### config.mk
export PLATFORM = sky130hd
export DESIGN_NAME = video_timing_ctrl_flat
export DESIGN_NICKNAME = d
export VERILOG_FILES = /design/src/rtl/video_timing_pkg.sv /design/src/rtl/video_timing_ctrl_if.sv /design/src/rtl/axis_sequencer.sv /design/src/rtl/video_timing_ctrl.sv /design/src/flat_wrapper.sv
export SDC_FILE = /design/constraint.sdc
export NUM_CORES = 1
export LEC_CHECK = 0
export CORE_MARGIN = 10
export CORE_UTILIZATION = 50
export CTS_BUF_LIST = sky130_fd_sc_hd__clkbuf_16
export CTS_CLUSTER_SIZE = 40
export DETAILED_ROUTE_END_ITERATION = 16
export PLACE_DENSITY_LB_ADDON = 0.08
export SYNTH_ARGS = -nofsm -noshare
export SYNTH_HDL_FRONTEND = slang
export SYNTH_HIERARCHICAL = 1
export SYNTH_SLANG_ARGS = --single-unit
export TNS_END_PERCENT = 10
### constraint.sdc
create_clock -name clk -period 6.6 [get_ports clk]
set_input_delay 1.98 -clock clk [delete_from_list [all_inputs] [get_ports clk]]
set_output_delay 1.98 -clock clk [all_outputs]
set_load 0.01 [all_outputs]
### src/rtl/video_timing_pkg.sv
// Shared types and default 720x480 timing for the video timing controller.
package video_timing_pkg;

  // Phases every axis steps through, in this order.
  typedef enum logic [1:0] {
    StSync  = 2'd0,
    StBack  = 2'd1,
    StImage = 2'd2,
    StFront = 2'd3
  } axis_state_e;

  // Width of per-state counters; wide enough for the largest phase (720).
  localparam int unsigned CntW = 10;

  localparam int unsigned H_SYNC_DEF        = 62;
  localparam int unsigned H_BACK_PORCH_DEF  = 60;
  localparam int unsigned H_IMAGE_DEF       = 720;
  localparam int unsigned H_FRONT_PORCH_DEF = 16;
  localparam int unsigned V_SYNC_DEF        = 6;
  localparam int unsigned V_BACK_PORCH_DEF  = 30;
  localparam int unsigned V_IMAGE_DEF       = 480;
  localparam int unsigned V_FRONT_PORCH_DEF = 9;

  // Length of the given phase.
  function automatic logic [CntW-1:0] axis_len(input axis_state_e st,
                                               input logic [CntW-1:0] len_sync,
                                               input logic [CntW-1:0] len_back,
                                               input logic [CntW-1:0] len_image,
                                               input logic [CntW-1:0] len_front);
    logic [CntW-1:0] len;
    case (st)
      StSync:  len = len_sync;
      StBack:  len = len_back;
      StImage: len = len_image;
      default: len = len_front;
    endcase
    return len;
  endfunction

endpackage

### src/rtl/video_timing_ctrl_if.sv
// Timing outputs and line-request handshake of the video timing controller.
interface video_timing_ctrl_if;
  logic       line_ack;
  logic       hsync;
  logic       vsync;
  logic       in_hblank;
  logic       in_vblank;
  logic       in_image;
  logic [9:0] hpos;
  logic [9:0] vpos;
  logic       frame_start;
  logic       line_req;
  logic [8:0] line_num;
  logic       underflow;

  // Timing generator side.
  modport master (
    input  line_ack,
    output hsync, vsync, in_hblank, in_vblank, in_image, hpos, vpos,
    output frame_start, line_req, line_num, underflow
  );

  // Renderer / display side.
  modport slave (
    output line_ack,
    input  hsync, vsync, in_hblank, in_vblank, in_image, hpos, vpos,
    input  frame_start, line_req, line_num, underflow
  );
endinterface

### src/rtl/axis_sequencer.sv
// One timing axis: SYNC -> BACK -> IMAGE -> FRONT, each held for its length.
// Also exposes the next-state values so the parent can register outputs
// that line up with the state without an extra cycle of delay.
module axis_sequencer
  import video_timing_pkg::*;
(
  input  logic            clk,
  input  logic            reset,
  input  logic            advance_i,
  input  logic [CntW-1:0] len_sync_i,
  input  logic [CntW-1:0] len_back_i,
  input  logic [CntW-1:0] len_image_i,
  input  logic [CntW-1:0] len_front_i,
  output axis_state_e     state_o,
  output logic [CntW-1:0] count_o,
  output logic            last_o,
  output axis_state_e     nxt_state_o,
  output logic [CntW-1:0] nxt_count_o
);

  axis_state_e     state_q, state_d;
  logic [CntW-1:0] count_q, count_d;
  logic [CntW-1:0] len_cur;

  assign len_cur = axis_len(state_q, len_sync_i, len_back_i, len_image_i, len_front_i);
  assign last_o  = (count_q == len_cur - CntW'(1));

  // Next phase/count: step on advance, wrap to the next phase after the last cycle.
  always_comb begin
    state_d = state_q;
    count_d = count_q;
    if (advance_i) begin
      if (last_o) begin
        count_d = '0;
        unique case (state_q)
          StSync:  state_d = StBack;
          StBack:  state_d = StImage;
          StImage: state_d = StFront;
          StFront: state_d = StSync;
        endcase
      end else begin
        count_d = count_q + CntW'(1);
      end
    end
  end

  // Phase and in-phase count registers.
  always_ff @(posedge clk or posedge reset) begin
    if (reset) begin
      state_q <= StSync;
      count_q <= '0;
    end else begin
      state_q <= state_d;
      count_q <= count_d;
    end
  end

  assign state_o     = state_q;
  assign count_o     = count_q;
  assign nxt_state_o = state_d;
  assign nxt_count_o = count_d;

endmodule

### src/rtl/video_timing_ctrl.sv
// Video timing controller: sync/blank/position generation plus a per-line
// source request handshake with sticky underflow detection.
// Optional macro VIDEO_LINE_DOUBLE_EN: fetch one source line per two
// displayed lines (request on even image lines, line_num = image_line >> 1).
module video_timing_ctrl
  import video_timing_pkg::*;
#(
  parameter int unsigned H_SYNC        = H_SYNC_DEF,
  parameter int unsigned H_BACK_PORCH  = H_BACK_PORCH_DEF,
  parameter int unsigned H_IMAGE       = H_IMAGE_DEF,
  parameter int unsigned H_FRONT_PORCH = H_FRONT_PORCH_DEF,
  parameter int unsigned V_SYNC        = V_SYNC_DEF,
  parameter int unsigned V_BACK_PORCH  = V_BACK_PORCH_DEF,
  parameter int unsigned V_IMAGE       = V_IMAGE_DEF,
  parameter int unsigned V_FRONT_PORCH = V_FRONT_PORCH_DEF,
  parameter bit          H_INVERT      = 1'b1,
  parameter bit          V_INVERT      = 1'b1
) (
  input logic                 clk,
  input logic                 reset,
  video_timing_ctrl_if.master bus
);

  localparam logic [CntW-1:0] HLenSync  = CntW'(H_SYNC);
  localparam logic [CntW-1:0] HLenBack  = CntW'(H_BACK_PORCH);
  localparam logic [CntW-1:0] HLenImage = CntW'(H_IMAGE);
  localparam logic [CntW-1:0] HLenFront = CntW'(H_FRONT_PORCH);
  localparam logic [CntW-1:0] VLenSync  = CntW'(V_SYNC);
  localparam logic [CntW-1:0] VLenBack  = CntW'(V_BACK_PORCH);
  localparam logic [CntW-1:0] VLenImage = CntW'(V_IMAGE);
  localparam logic [CntW-1:0] VLenFront = CntW'(V_FRONT_PORCH);

  // Low only between reset release and the first edge, so that edge enters
  // cycle 0 of the frame (and raises frame_start) instead of skipping it.
  logic run_q;

  axis_state_e     h_state, h_nxt_state, v_state, v_nxt_state;
  logic [CntW-1:0] h_cnt, h_nxt_cnt, v_cnt, v_nxt_cnt;
  logic            h_last, v_last, h_adv, v_adv;

  assign h_adv = run_q;
  assign v_adv = run_q & (h_state == StFront) & h_last;

  axis_sequencer u_h_axis (
    .clk         (clk),
    .reset       (reset),
    .advance_i   (h_adv),
    .len_sync_i  (HLenSync),
    .len_back_i  (HLenBack),
    .len_image_i (HLenImage),
    .len_front_i (HLenFront),
    .state_o     (h_state),
    .count_o     (h_cnt),
    .last_o      (h_last),
    .nxt_state_o (h_nxt_state),
    .nxt_count_o (h_nxt_cnt)
  );

  axis_sequencer u_v_axis (
    .clk         (clk),
    .reset       (reset),
    .advance_i   (v_adv),
    .len_sync_i  (VLenSync),
    .len_back_i  (VLenBack),
    .len_image_i (VLenImage),
    .len_front_i (VLenFront),
    .state_o     (v_state),
    .count_o     (v_cnt),
    .last_o      (v_last),
    .nxt_state_o (v_nxt_state),
    .nxt_count_o (v_nxt_cnt)
  );

  logic unused_seq;
  assign unused_seq = ^{h_cnt, v_state, v_cnt, v_last};

  logic            hsync_q, hsync_d, vsync_q, vsync_d;
  logic            in_hblank_q, in_hblank_d, in_vblank_q, in_vblank_d;
  logic            in_image_q, in_image_d, frame_start_q, frame_start_d;
  logic [9:0]      hpos_q, hpos_d, vpos_q, vpos_d;
  logic            line_req_q, line_req_d, underflow_q, underflow_d;
  logic [8:0]      line_num_q, line_num_d;

  logic            v_nxt_last, succ_img, need_src, req_start, deadline;
  logic [CntW-1:0] succ_idx;
  logic [8:0]      src_num;

  // Which image line follows the current one, and whether it needs a fetch.
  always_comb begin
    v_nxt_last = (v_nxt_cnt ==
                  axis_len(v_nxt_state, VLenSync, VLenBack, VLenImage, VLenFront) - CntW'(1));
    succ_img = 1'b0;
    succ_idx = '0;
    if (v_nxt_state == StBack && v_nxt_last) begin
      succ_img = 1'b1;
    end else if (v_nxt_state == StImage && !v_nxt_last) begin
      succ_img = 1'b1;
      succ_idx = v_nxt_cnt + CntW'(1);
    end
  end

`ifdef VIDEO_LINE_DOUBLE_EN
  assign need_src = ~succ_idx[0];
  assign src_num  = succ_idx[CntW-1:1];
`else
  logic unused_idx;
  assign need_src   = 1'b1;
  assign src_num    = succ_idx[8:0];
  assign unused_idx = succ_idx[CntW-1];
`endif

  // Request opens on entry to h FRONT; deadline is entry to h IMAGE of the
  // requested line.
  assign req_start = run_q & (h_nxt_state == StFront) & (h_nxt_cnt == '0) & succ_img & need_src;
  assign deadline  = (h_nxt_state == StImage) & (h_nxt_cnt == '0);

  // Output next-state, derived from the axes' next state so registered
  // outputs match the state they describe.
  always_comb begin
    hsync_d       = (h_nxt_state == StSync) ^ H_INVERT;
    vsync_d       = (v_nxt_state == StSync) ^ V_INVERT;
    in_hblank_d   = (h_nxt_state != StImage);
    in_vblank_d   = (v_nxt_state != StImage);
    in_image_d    = !(in_hblank_d || in_vblank_d);
    hpos_d        = (h_nxt_state == StImage) ? h_nxt_cnt : '0;
    vpos_d        = (v_nxt_state == StImage) ? v_nxt_cnt : '0;
    frame_start_d = (h_nxt_state == StSync) && (h_nxt_cnt == '0) &&
                    (v_nxt_state == StSync) && (v_nxt_cnt == '0);

    line_req_d  = line_req_q;
    line_num_d  = line_num_q;
    underflow_d = underflow_q;
    // An ack in the deadline cycle wins over underflow.
    if (line_req_q && bus.line_ack) begin
      line_req_d = 1'b0;
    end else if (line_req_q && deadline) begin
      line_req_d  = 1'b0;
      underflow_d = 1'b1;
    end
    if (req_start) begin
      line_req_d = 1'b1;
      line_num_d = src_num;
    end
  end

  // Output registers; reset abandons any pending request without underflow.
  always_ff @(posedge clk or posedge reset) begin
    if (reset) begin
      run_q         <= 1'b0;
      hsync_q       <= 1'b1 ^ H_INVERT;
      vsync_q       <= 1'b1 ^ V_INVERT;
      in_hblank_q   <= 1'b1;
      in_vblank_q   <= 1'b1;
      in_image_q    <= 1'b0;
      hpos_q        <= '0;
      vpos_q        <= '0;
      frame_start_q <= 1'b0;
      line_req_q    <= 1'b0;
      line_num_q    <= '0;
      underflow_q   <= 1'b0;
    end else begin
      run_q         <= 1'b1;
      hsync_q       <= hsync_d;
      vsync_q       <= vsync_d;
      in_hblank_q   <= in_hblank_d;
      in_vblank_q   <= in_vblank_d;
      in_image_q    <= in_image_d;
      hpos_q        <= hpos_d;
      vpos_q        <= vpos_d;
      frame_start_q <= frame_start_d;
      line_req_q    <= line_req_d;
      line_num_q    <= line_num_d;
      underflow_q   <= underflow_d;
    end
  end

  assign bus.hsync       = hsync_q;
  assign bus.vsync       = vsync_q;
  assign bus.in_hblank   = in_hblank_q;
  assign bus.in_vblank   = in_vblank_q;
  assign bus.in_image    = in_image_q;
  assign bus.hpos        = hpos_q;
  assign bus.vpos        = vpos_q;
  assign bus.frame_start = frame_start_q;
  assign bus.line_req    = line_req_q;
  assign bus.line_num    = line_num_q;
  assign bus.underflow   = underflow_q;

endmodule
### src/flat_wrapper.sv
// flat-port wrapper written by rule: the top's interface ports become plain ports
module video_timing_ctrl_flat import video_timing_pkg::*;
#(
  parameter int unsigned H_SYNC        = H_SYNC_DEF,
  parameter int unsigned H_BACK_PORCH  = H_BACK_PORCH_DEF,
  parameter int unsigned H_IMAGE       = H_IMAGE_DEF,
  parameter int unsigned H_FRONT_PORCH = H_FRONT_PORCH_DEF,
  parameter int unsigned V_SYNC        = V_SYNC_DEF,
  parameter int unsigned V_BACK_PORCH  = V_BACK_PORCH_DEF,
  parameter int unsigned V_IMAGE       = V_IMAGE_DEF,
  parameter int unsigned V_FRONT_PORCH = V_FRONT_PORCH_DEF,
  parameter bit          H_INVERT      = 1'b1,
  parameter bit          V_INVERT      = 1'b1
)
  (clk, reset, bus_line_ack, bus_hsync, bus_vsync, bus_in_hblank, bus_in_vblank, bus_in_image, bus_hpos, bus_vpos, bus_frame_start, bus_line_req, bus_line_num, bus_underflow);
  video_timing_ctrl_if bus_i ();
  input logic clk;
  input logic reset;
  input wire logic [$bits(bus_i.line_ack)-1:0] bus_line_ack;
  output wire logic [$bits(bus_i.hsync)-1:0] bus_hsync;
  output wire logic [$bits(bus_i.vsync)-1:0] bus_vsync;
  output wire logic [$bits(bus_i.in_hblank)-1:0] bus_in_hblank;
  output wire logic [$bits(bus_i.in_vblank)-1:0] bus_in_vblank;
  output wire logic [$bits(bus_i.in_image)-1:0] bus_in_image;
  output wire logic [$bits(bus_i.hpos)-1:0] bus_hpos;
  output wire logic [$bits(bus_i.vpos)-1:0] bus_vpos;
  output wire logic [$bits(bus_i.frame_start)-1:0] bus_frame_start;
  output wire logic [$bits(bus_i.line_req)-1:0] bus_line_req;
  output wire logic [$bits(bus_i.line_num)-1:0] bus_line_num;
  output wire logic [$bits(bus_i.underflow)-1:0] bus_underflow;
  assign bus_i.line_ack = bus_line_ack;
  assign bus_hsync = bus_i.hsync;
  assign bus_vsync = bus_i.vsync;
  assign bus_in_hblank = bus_i.in_hblank;
  assign bus_in_vblank = bus_i.in_vblank;
  assign bus_in_image = bus_i.in_image;
  assign bus_hpos = bus_i.hpos;
  assign bus_vpos = bus_i.vpos;
  assign bus_frame_start = bus_i.frame_start;
  assign bus_line_req = bus_i.line_req;
  assign bus_line_num = bus_i.line_num;
  assign bus_underflow = bus_i.underflow;
  video_timing_ctrl #(.H_SYNC(H_SYNC), .H_BACK_PORCH(H_BACK_PORCH), .H_IMAGE(H_IMAGE), .H_FRONT_PORCH(H_FRONT_PORCH), .V_SYNC(V_SYNC), .V_BACK_PORCH(V_BACK_PORCH), .V_IMAGE(V_IMAGE), .V_FRONT_PORCH(V_FRONT_PORCH), .H_INVERT(H_INVERT), .V_INVERT(V_INVERT)) u_core (.clk(clk), .reset(reset), .bus(bus_i));
endmodule
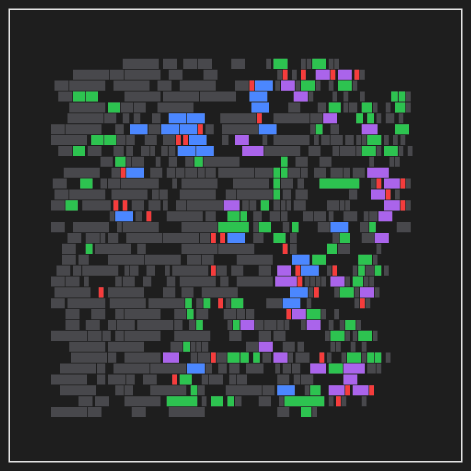
**Above:** run 1 (selected gate families).
(4 px per um)
legend:
  inverting AOI/OAI gates:
    colour: green
    cells: 75
    most_used: a21oi_1
  inverters:
    colour: red
    cells: 35
    most_used: inv_1
  adder and majority cells:
    colour: blue
    cells: 22
    most_used: ha_1
  multiplexers:
    colour: purple
    cells: 30
    most_used: mux2i_1

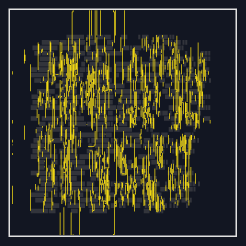
**Above:** run 1 (signal wires on met2).
(2 px per um)
wire length on this layer: 4200 um
share of all routed wire: 44%
main direction: vertical

==> Implementation_results.wiki, run 1 <==
== Metrics ==
{| class="wikitable"
! Metric !! Value
|-
| Status || finished, final reports clean
|-
| Most frequent cells in the layout || 81 x sky130_fd_sc_hd__conb_1, 60 x sky130_fd_sc_hd__dfrtp_1, 39 x sky130_fd_sc_hd__clkdlybuf4s50_1
|-
| Setup total negative slack || 0 ns
|-
| Initial DRC Count || 241
|-
| Number of global-route vias before repair || 3292
|-
| Launch instance of the worst register-to-register path || u_core/u_h_axis/state_o[0]
|-
| Wl on met1 || 4710 um
|-
| Synth top area cells || sky130_fd_sc_hd__dfrtp_1 35%, sky130_fd_sc_hd__ha_1 6.4%, sky130_fd_sc_hd__xnor2_1 5.5%
|-
| Post-synthesis instance area || 4300 sq um
|-
| Met1 track demand over resource || 0.207
|-
| HPWL after detailed placement || 7120 um
|-
| Post-CTS Setup Bufs || 0
|-
| DR WL/cell || 14.5 um
|-
| Non-clock buffer count in the final layout || 44
|-
| Cell-by-cell listing of the critical path || inv_1, ha_1, a222oi_1, mux2_2, ha_1, nand3_2, nor3_1, xnor2_1, a2111oi_4, and3_2, and4_1, nand4_2, mux2i_1, inv_1, ha_1, inv_1, ha_1, xor2_1, nand4_1, o211ai_1, buf_4, o31a_1, o2bb2ai_1
|-
| # clk buffers || 9
|-
| Period minus WS final || 6.07 ns
|-
| Main logic family || simple AND/OR/NAND/NOR gates
|-
| Area fraction in full adders, half adders and majority gates || 0.0640
|-
| Final cell count without fillers || 652
|-
| Worst setup timing slack at the placement stage || 0.549 ns
|-
| Static leakage || 2.27 nW
|-
| Longest Clk Path Bufs || 2
|-
| Synth Instances || 428
|-
| Diode count || 0
|-
| Input/output buffers || 39
|-
| Total via count after detailed routing || 3338
|-
| Global route hottest layer || met2
|-
| Detailed-router iteration count before antenna repair || 5
|-
| Data arrival time of the critical path || 6.31 ns
|-
| Proportion of register bits with asynchronous set or reset after synthesis || 1.00
|-
| AND/OR/NAND/NOR Cells, Area Fraction || 0.184
|-
| Count of standard-cell rows || 33
|-
| Hold Buf Count CTS || 0
|-
| Endpoint, Worst Hold || u_core/bus.underflow
|-
| Wire length of the first global-routing pass || 16100 um
|-
| Chip Height || 113 um
|-
| Share of cells above drive strength 1 || 0.0969
|-
| R2R depth || 23
|-
| Reg-to-reg setup timing slack || 0.53 ns
|-
| Total buffers and inverters traversed by the critical path || 4
|-
| Max VDD drop || 0.000223 V
|-
| Cell accounting for the most synthesized area || sky130_fd_sc_hd__dfrtp_1
|-
| Register area share after synthesis || 0.361
|-
| Antenna violations before repair || 0
|-
| Setup Skew || 0.00650 ns
|-
| DRC errors left || 0
|-
| Placed Cells incl. Taps || 636
|-
| Number of multi-input logic gates || 390
|-
| Most prevalent standard cell on the critical path || sky130_fd_sc_hd__ha_1
|-
| CP Class || reg2reg
|-
| Critical Path End Type || flip-flop
|-
| Overall track demand over capacity in global routing || 0.149
|-
| Area of the multi-input gates || 2740 sq um
|-
| Stage-log warning count || 38
|-
| Registers, synthesis || 62
|-
| Starting Density || 0.518
|-
| Post-synth tally of flip-flops with integrated enable || 0
|-
| Mux frac, synth || 0.0768
|-
| Clock slew at the register clock pins of the worst setup and hold paths || 0.05 ns
|-
| Number of hold violations in the final report || 0
|-
| RSZ-0062 raised after global routing || false
|-
| Critical path's slowest cell || sky130_fd_sc_hd__and4_1
|-
| Highest clock frequency the design can meet || 0.165 GHz
|-
| Area of the die || 12700 sq um
|-
| Met3 routed WL || 458 um
|-
| Classification of the worst-slack hold path || reg2reg
|-
| GR Util met3 || 0.0417
|-
| Maximum capacitance violations || 0
|-
| Chip area from the yosys synthesis statistics || 4300 sq um
|-
| Final Max Slew Viols || 0
|-
| XOR Share, Synth || 0.0855
|-
| Yosys stat cell total || 428
|-
| Area fraction of the dominant cell type after synthesis || 0.349
|-
| Post-Route Hold Slack || 0.474 ns
|-
| Final weighted congestion in routability-driven placement || 0.887
|-
| Slowest cell delay on critical path || 0.42 ns
|-
| Maximum number of pins on one net before global-route repair || 39
|-
| Num Clock Sinks || 62
|-
| M2 GR Usage || 0.221
|-
| Core occupancy in the finished layout || 0.634
|-
| Gate family responsible for the most delay along the worst path || simple AND/OR/NAND/NOR gates
|-
| Setup-failing EPs final || 0
|-
| Number of warnings reported in the yosys synthesis log || 6
|-
| Wire length on met2 || 4200 um
|-
| Biggest Area Class || multi-input combinational cells
|-
| Required time of the critical path || 6.84 ns
|-
| Crit path setup slack, layout || 0.528 ns
|-
| Clock latency of the later-clocked register in the worst-skew pair || 0.32 ns
|-
| Resize count post-CTS || 0
|-
| Vias per inst || 5.12
|-
| Placed cell areas || 4980 sq um
|-
| Element type at the critical path start || flip-flop
|-
| Cts bufs inserted || 9
|-
| Share of the cycle needed by the critical path after routing || 0.920
|-
| Root buffer cell || sky130_fd_sc_hd__clkbuf_16
|-
| CORE AREA || 8300 sq um
|-
| Sequential Area || 1550 sq um
|-
| Final wirelength || 9440 um
|-
| TritonCTS clock tree || yes
|-
| Synth Area in Compound Gates || 0.156
|-
| FF-to-FF End || u_core/bus.line_num[4]
|-
| Maximum fanout count along the critical path || 11
|-
| Maximum level of the CTS H-tree || 3
|-
| Layout overhead on the synthesized area || 22.3%
|-
| Pwr dens || 251 nW/um^2
|-
| Average cell area after synthesis || 10.1 sq um
|-
| TAP cells || 105
|-
| Area fraction of clock buffers and clock inverters || 0.0526
|-
| Max Used Layer || met4
|-
| Logic share of the area || 0.521
|-
| Most numerous logic cell after layout || sky130_fd_sc_hd__conb_1
|-
| Inverters excl. clock || 35
|}
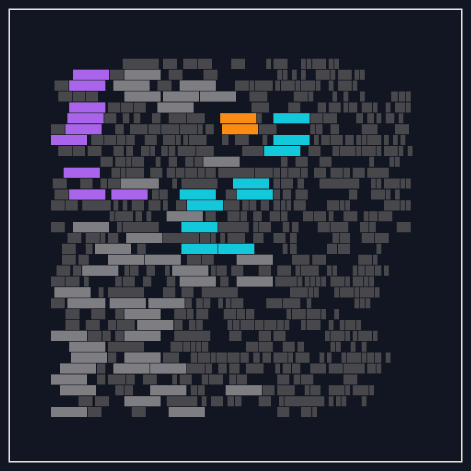
**Above:** run 1 (register map, names as in the netlist).
(4 px per um) Other sequential cells in the stronger grey, the rest of the logic in the fainter grey.
legend:
  u_core/bus.line_num:
    colour: purple
    flops: 9
    where: upper left
  u_core/u_v_axis/state_o:
    colour: orange
    flops: 2
  u_core/u_v_axis/count_o:
    colour: cyan
    flops: 10
    where: centre
not coloured: 41

## run 1: state kept, by name (all words and copies together) (netlist names)
signal / count
u_core/h_adv: 1
u_core/bus.in_vblank: 1
u_core/u_h_axis/count_o: 10
u_core/u_v_axis/count_o: 10
u_core/bus.frame_start: 1
u_core/bus.vsync: 1
u_core/bus.in_hblank: 1
u_core/bus.hsync: 1
u_core/bus.line_num: 9
u_core/u_v_axis/state_o: 2
u_core/bus.hpos: 10
u_core/bus.vpos: 10
u_core/bus.underflow: 1
u_core/bus.line_req: 1
u_core/bus.in_image: 1
u_core/u_h_axis/state_o: 2
## run 1: synthesized netlist by cell type (all sizes together) (7+ instances only)
cell,instances
nand4,8
nor4,7
and2,16
nor2,19
nor2b,8
nor3,11
a21oi,22
mux2i,18
a222oi,16
o2bb2ai,12
nand2,13
nand3,24
xor2,15
inv,33
buf,17
xnor2,27
ha,22
and3,8
dfrtp,60
mux2,12
## run 1: power breakdown
part / internal (mW) / switching [mW] / total (mW)
logic: 0.185 / 0.255 / 0.441
registers: 0.412 / 0.0469 / 0.459
clock network: 0.254 / 0.166 / 0.420
total: 0.851 / 0.469 / 1.32
## run 1: how the worst max path moves through the flow
stage / startpoint / to / slack [ns] / cells after the start
2_1_floorplan: u_core/u_h_axis/state_o[0] / u_core/bus.line_num[1] / 1.57 / 25
3_3_place_gp: u_core/u_h_axis/state_o[0] / u_core/bus.line_num[1] / 0.78 / 23
3_5_place_dp: u_core/u_h_axis/state_o[0] / u_core/bus.line_num[8] / 0.55 / 23
4_1_cts: u_core/u_h_axis/state_o[0] / u_core/bus.line_num[8] / 0.53 / 23
5_1_grt: u_core/u_h_axis/state_o[0] / u_core/bus.line_num[4] / 0.07 / 23
6_report: u_core/u_h_axis/state_o[0] / u_core/bus.line_num[4] / 0.53 / 23
==> run 2: changes to the inputs <==
==> constraint.sdc (replaced) <==
create_clock -name clk -period 6.6 [get_ports clk]
set_input_delay 1.32 -clock clk [delete_from_list [all_inputs] [get_ports clk]]
set_output_delay 1.32 -clock clk [all_outputs]
set_load 0.01 [all_outputs]
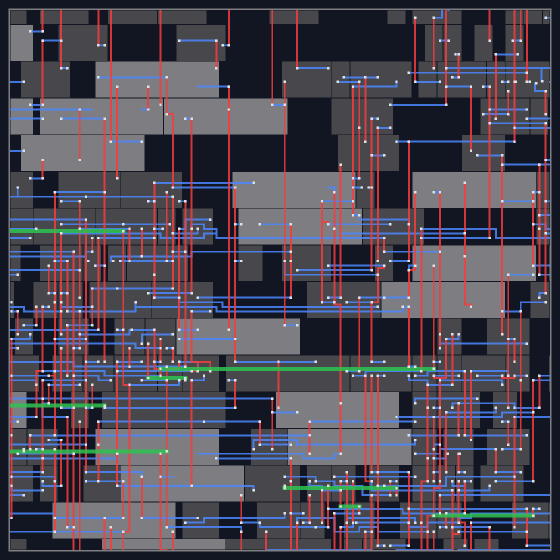
**Above:** run 2 (close-up of the layout).
Region (36, 59) to (76, 99) um. Cells in grey, sequential cells in the stronger grey; small squares are vias.
legend:
  met2:
    colour: red
  met3:
    colour: green
  met1:
    colour: blue
sequential cells in the window: 15
netlist names of flops here include: u_core/u_v_axis/count_o (7), u_core/bus.vpos (5), u_core/u_v_axis/state_o (2)
most frequent: dfrtp_1 (15), ha_1 (11)
cells with their middle in the window: 104

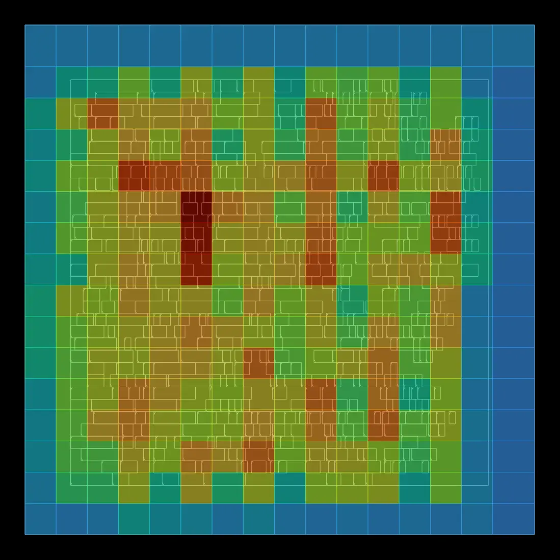
**Above:** run 2 (congestion heat map).
GR Util met3: 0.0417
M2 GR Usage: 0.221
core occupancy in the finished layout: 0.634

==> Implementation_results.wiki, run 2 <==
== Metrics ==
{| class="wikitable"
! Metric !! Value
|-
| Relative contribution of sequential cells to total power || 0.348 (about the same)
|-
| Classification of the worst-slack hold path || reg2reg (unchanged)
|-
| Detailed-router iteration count before antenna repair || 5 (unchanged)
|-
| Power in sequential cells || 0.459 mW (about the same)
|-
| Clock latency of the later-clocked register in the worst-skew pair || 0.32 ns (about the same)
|-
| Number of hold violations in the final report || 0 (unchanged)
|-
| Most frequent cells in the layout || 81 x sky130_fd_sc_hd__conb_1, 60 x sky130_fd_sc_hd__dfrtp_1, 39 x sky130_fd_sc_hd__clkdlybuf4s50_1 (unchanged)
|-
| Number of global-route vias before repair || 3292 (unchanged)
|-
| Cell accounting for the most synthesized area || sky130_fd_sc_hd__dfrtp_1 (unchanged)
|-
| Final cell count without fillers || 652 (unchanged)
|-
| Setup Skew || 0.00650 ns (unchanged)
|-
| Clock slew at the register clock pins of the worst setup and hold paths || 0.05 ns (about the same)
|-
| Crit path setup slack, layout || 0.528 ns (unchanged)
|-
| Part of the power in the clock network || 0.318 (about the same)
|-
| Data arrival time of the critical path || 6.31 ns (about the same)
|-
| RSZ-0062 raised after global routing || false (unchanged)
|-
| Total via count after detailed routing || 3338 (unchanged)
|-
| Cell-by-cell listing of the critical path || inv_1, ha_1, a222oi_1, mux2_2, ha_1, nand3_2, nor3_1, xnor2_1, a2111oi_4, and3_2, and4_1, nand4_2, mux2i_1, inv_1, ha_1, inv_1, ha_1, xor2_1, nand4_1, o211ai_1, buf_4, o31a_1, o2bb2ai_1 (unchanged)
|-
| Num Clock Sinks || 62 (unchanged)
|-
| Number of warnings reported in the yosys synthesis log || 6 (unchanged)
|-
| TritonCTS clock tree || yes (unchanged)
|-
| Clk. pwr || 0.420 mW (about the same)
|-
| Setup total negative slack || 0 ns (unchanged)
|-
| Wire length on met2 || 4200 um (unchanged)
|-
| Net Sw Frac || 0.355 (unchanged)
|-
| DRC errors left || 0 (unchanged)
|-
| Share of the cycle needed by the critical path after routing || 0.920 (unchanged)
|-
| Most instantiated cells after synthesis || 60 x sky130_fd_sc_hd__dfrtp_1, 33 x sky130_fd_sc_hd__inv_1, 27 x sky130_fd_sc_hd__xnor2_1 (unchanged)
|-
| Wire length of the first global-routing pass || 16100 um (unchanged)
|-
| Layout overhead on the synthesized area || 22.3% (unchanged)
|-
| Period minus WS final || 6.07 ns (unchanged)
|-
| Power group with the largest share || sequential cells (unchanged)
|-
| Worst setup timing slack at the placement stage || 0.549 ns (unchanged)
|-
| Chip Height || 113 um (unchanged)
|-
| Yosys stat cell total || 428 (unchanged)
|-
| Final wirelength || 9440 um (unchanged)
|-
| Synth top area cells || sky130_fd_sc_hd__dfrtp_1 35%, sky130_fd_sc_hd__ha_1 6.4%, sky130_fd_sc_hd__xnor2_1 5.5% (unchanged)
|-
| Final Max Slew Viols || 0 (unchanged)
|-
| Area fraction of the dominant cell type after synthesis || 0.349 (unchanged)
|-
| Pwr dens || 251 nW/um^2 (unchanged)
|-
| Post-synthesis instance area || 4300 sq um (unchanged)
|-
| Wl on met1 || 4710 um (unchanged)
|-
| Overall track demand over capacity in global routing || 0.149 (unchanged)
|-
| Maximum level of the CTS H-tree || 3 (unchanged)
|-
| Most numerous logic cell after layout || sky130_fd_sc_hd__conb_1 (unchanged)
|-
| Post-synth tally of flip-flops with integrated enable || 0 (unchanged)
|-
| P_sw || 0.469 mW (unchanged)
|-
| Vias per inst || 5.12 (unchanged)
|-
| Total number of nets in the final design || 567 (unchanged)
|-
| Synth Instances || 428 (unchanged)
|-
| Cell-internal power || 0.851 mW (unchanged)
|-
| Top-level I/O count || 40 (unchanged)
|-
| Required time of the critical path || 6.84 ns (about the same)
|-
| Diode count || 0 (unchanged)
|-
| Met3 routed WL || 458 um (unchanged)
|-
| Static leakage || 2.27 nW (unchanged)
|-
| Cts bufs inserted || 9 (unchanged)
|-
| Placed Cells incl. Taps || 636 (unchanged)
|-
| Count leader, synth || sky130_fd_sc_hd__dfrtp_1 (unchanged)
|-
| Placed cell areas || 4980 sq um (unchanged)
|-
| Input/output buffers || 39 (unchanged)
|-
| Max Used Layer || met4 (unchanged)
|-
| HPWL after detailed placement || 7120 um (unchanged)
|-
| CP Class || reg2reg (unchanged)
|-
| Root buffer cell || sky130_fd_sc_hd__clkbuf_16 (unchanged)
|-
| Antenna violations before repair || 0 (unchanged)
|-
| Highest clock frequency the design can meet || 0.165 GHz (unchanged)
|-
| Element type at the critical path start || flip-flop (unchanged)
|-
| Count of standard-cell rows || 33 (unchanged)
|-
| Setup-failing EPs final || 0 (unchanged)
|-
| Initial DRC Count || 241 (unchanged)
|-
| Maximum number of pins on one net before global-route repair || 39 (unchanged)
|-
| DR WL/cell || 14.5 um (unchanged)
|-
| Reported combinational group power || 0.441 mW (about the same)
|-
| Area of the die || 12700 sq um (unchanged)
|-
| Critical path's slowest cell || sky130_fd_sc_hd__and4_1 (unchanged)
|-
| Critical Path End Type || flip-flop (unchanged)
|-
| Stage-log warning count || 38 (unchanged)
|-
| Post-Route Hold Slack || 0.474 ns (unchanged)
|-
| Status || finished, final reports clean (unchanged)
|-
| Register area share after synthesis || 0.361 (unchanged)
|-
| Max VDD drop || 0.000223 V (unchanged)
|-
| Hold Buf Count CTS || 0 (unchanged)
|-
| Average cell area after synthesis || 10.1 sq um (unchanged)
|-
| Registers, synthesis || 62 (unchanged)
|-
| Maximum capacitance violations || 0 (unchanged)
|-
| Maximum fanout count along the critical path || 11 (unchanged)
|-
| Chip area from the yosys synthesis statistics || 4300 sq um (unchanged)
|-
| Slowest cell delay on critical path || 0.42 ns (about the same)
|-
| Share of cells above drive strength 1 || 0.0969 (unchanged)
|-
| Resize count post-CTS || 0 (unchanged)
|-
| Post-CTS Setup Bufs || 0 (unchanged)
|-
| Longest Clk Path Bufs || 2 (unchanged)
|-
| CORE AREA || 8300 sq um (unchanged)
|-
| Proportion of register bits with asynchronous set or reset after synthesis || 1.00 (unchanged)
|-
| Most prevalent standard cell on the critical path || sky130_fd_sc_hd__ha_1 (unchanged)
|-
| Starting Density || 0.518 (unchanged)
|-
| Final weighted congestion in routability-driven placement || 0.887 (unchanged)
|-
| Share of power burned in combinational logic || 0.334 (about the same)
|}
-- run 2: layout make-up --
cell class              instances  area, sq um
well taps                     105          131
flip-flops and latches         62         1550
clock buffers                   9          225
multi-input cells             390         2740
inverters                      35          131
fillers                       681         3040
clock inverters                 7         51.3
repair buffers                 44          428
-- run 2: final timing paths --
kind / startpoint / endpoint / slack, ns / cells after the start
max: u_core/u_h_axis/state_o[0] / u_core/bus.line_num[4] / 0.53 / 23
min: u_core/bus.underflow / u_core/bus.underflow / 0.47 / 1
max reg2reg: u_core/u_h_axis/state_o[0] / u_core/bus.line_num[4] / 0.53 / 23
min reg2reg: u_core/bus.underflow / u_core/bus.underflow / 0.47 / 1
max in group asynchronous: reset / u_core/bus.in_vblank / 4.75 / 3
min in group asynchronous: reset / u_core/u_v_axis/count_o[1] / 1.40 / 2
-- run 2: routing by layer --
metal / vias to the layer above / global-route usage
met5: - / 0
met2: 51 / 0.221
met4: 0 / 0.0423
li1: 1700 / -
met1: 1582 / 0.207
met3: 5 / 0.0417
-- run 2: kinds of logic (layout without fill, tap and decap cells) --
logic type | count (synthesis) | in the layout | synth area share
AND/OR/NAND/NOR | 135 | 135 | 0.184
adder cells (fa/ha/maj) | 22 | 22 | 0.0640
other | 2 | 81 | 0.00175
AND-OR/OR-AND | 80 | 80 | 0.156
flip-flops | 62 | 62 | 0.361
buffers and inverters | 55 | 95 | 0.0713
multiplexers | 30 | 30 | 0.0768
XOR/XNOR | 42 | 42 | 0.0855
-- run 2: critical path: cells and delay by family (launching register included) --
family	cells	cell delay [ns]
fa+ha+maj	4	1.15
mux	2	0.62
xor+xnor	2	0.28
flops	1	0.38
compound gates	5	1.45
simple gates	6	1.48
buf+inv	4	0.62
Power is estimated from default activity; no workload was simulated.
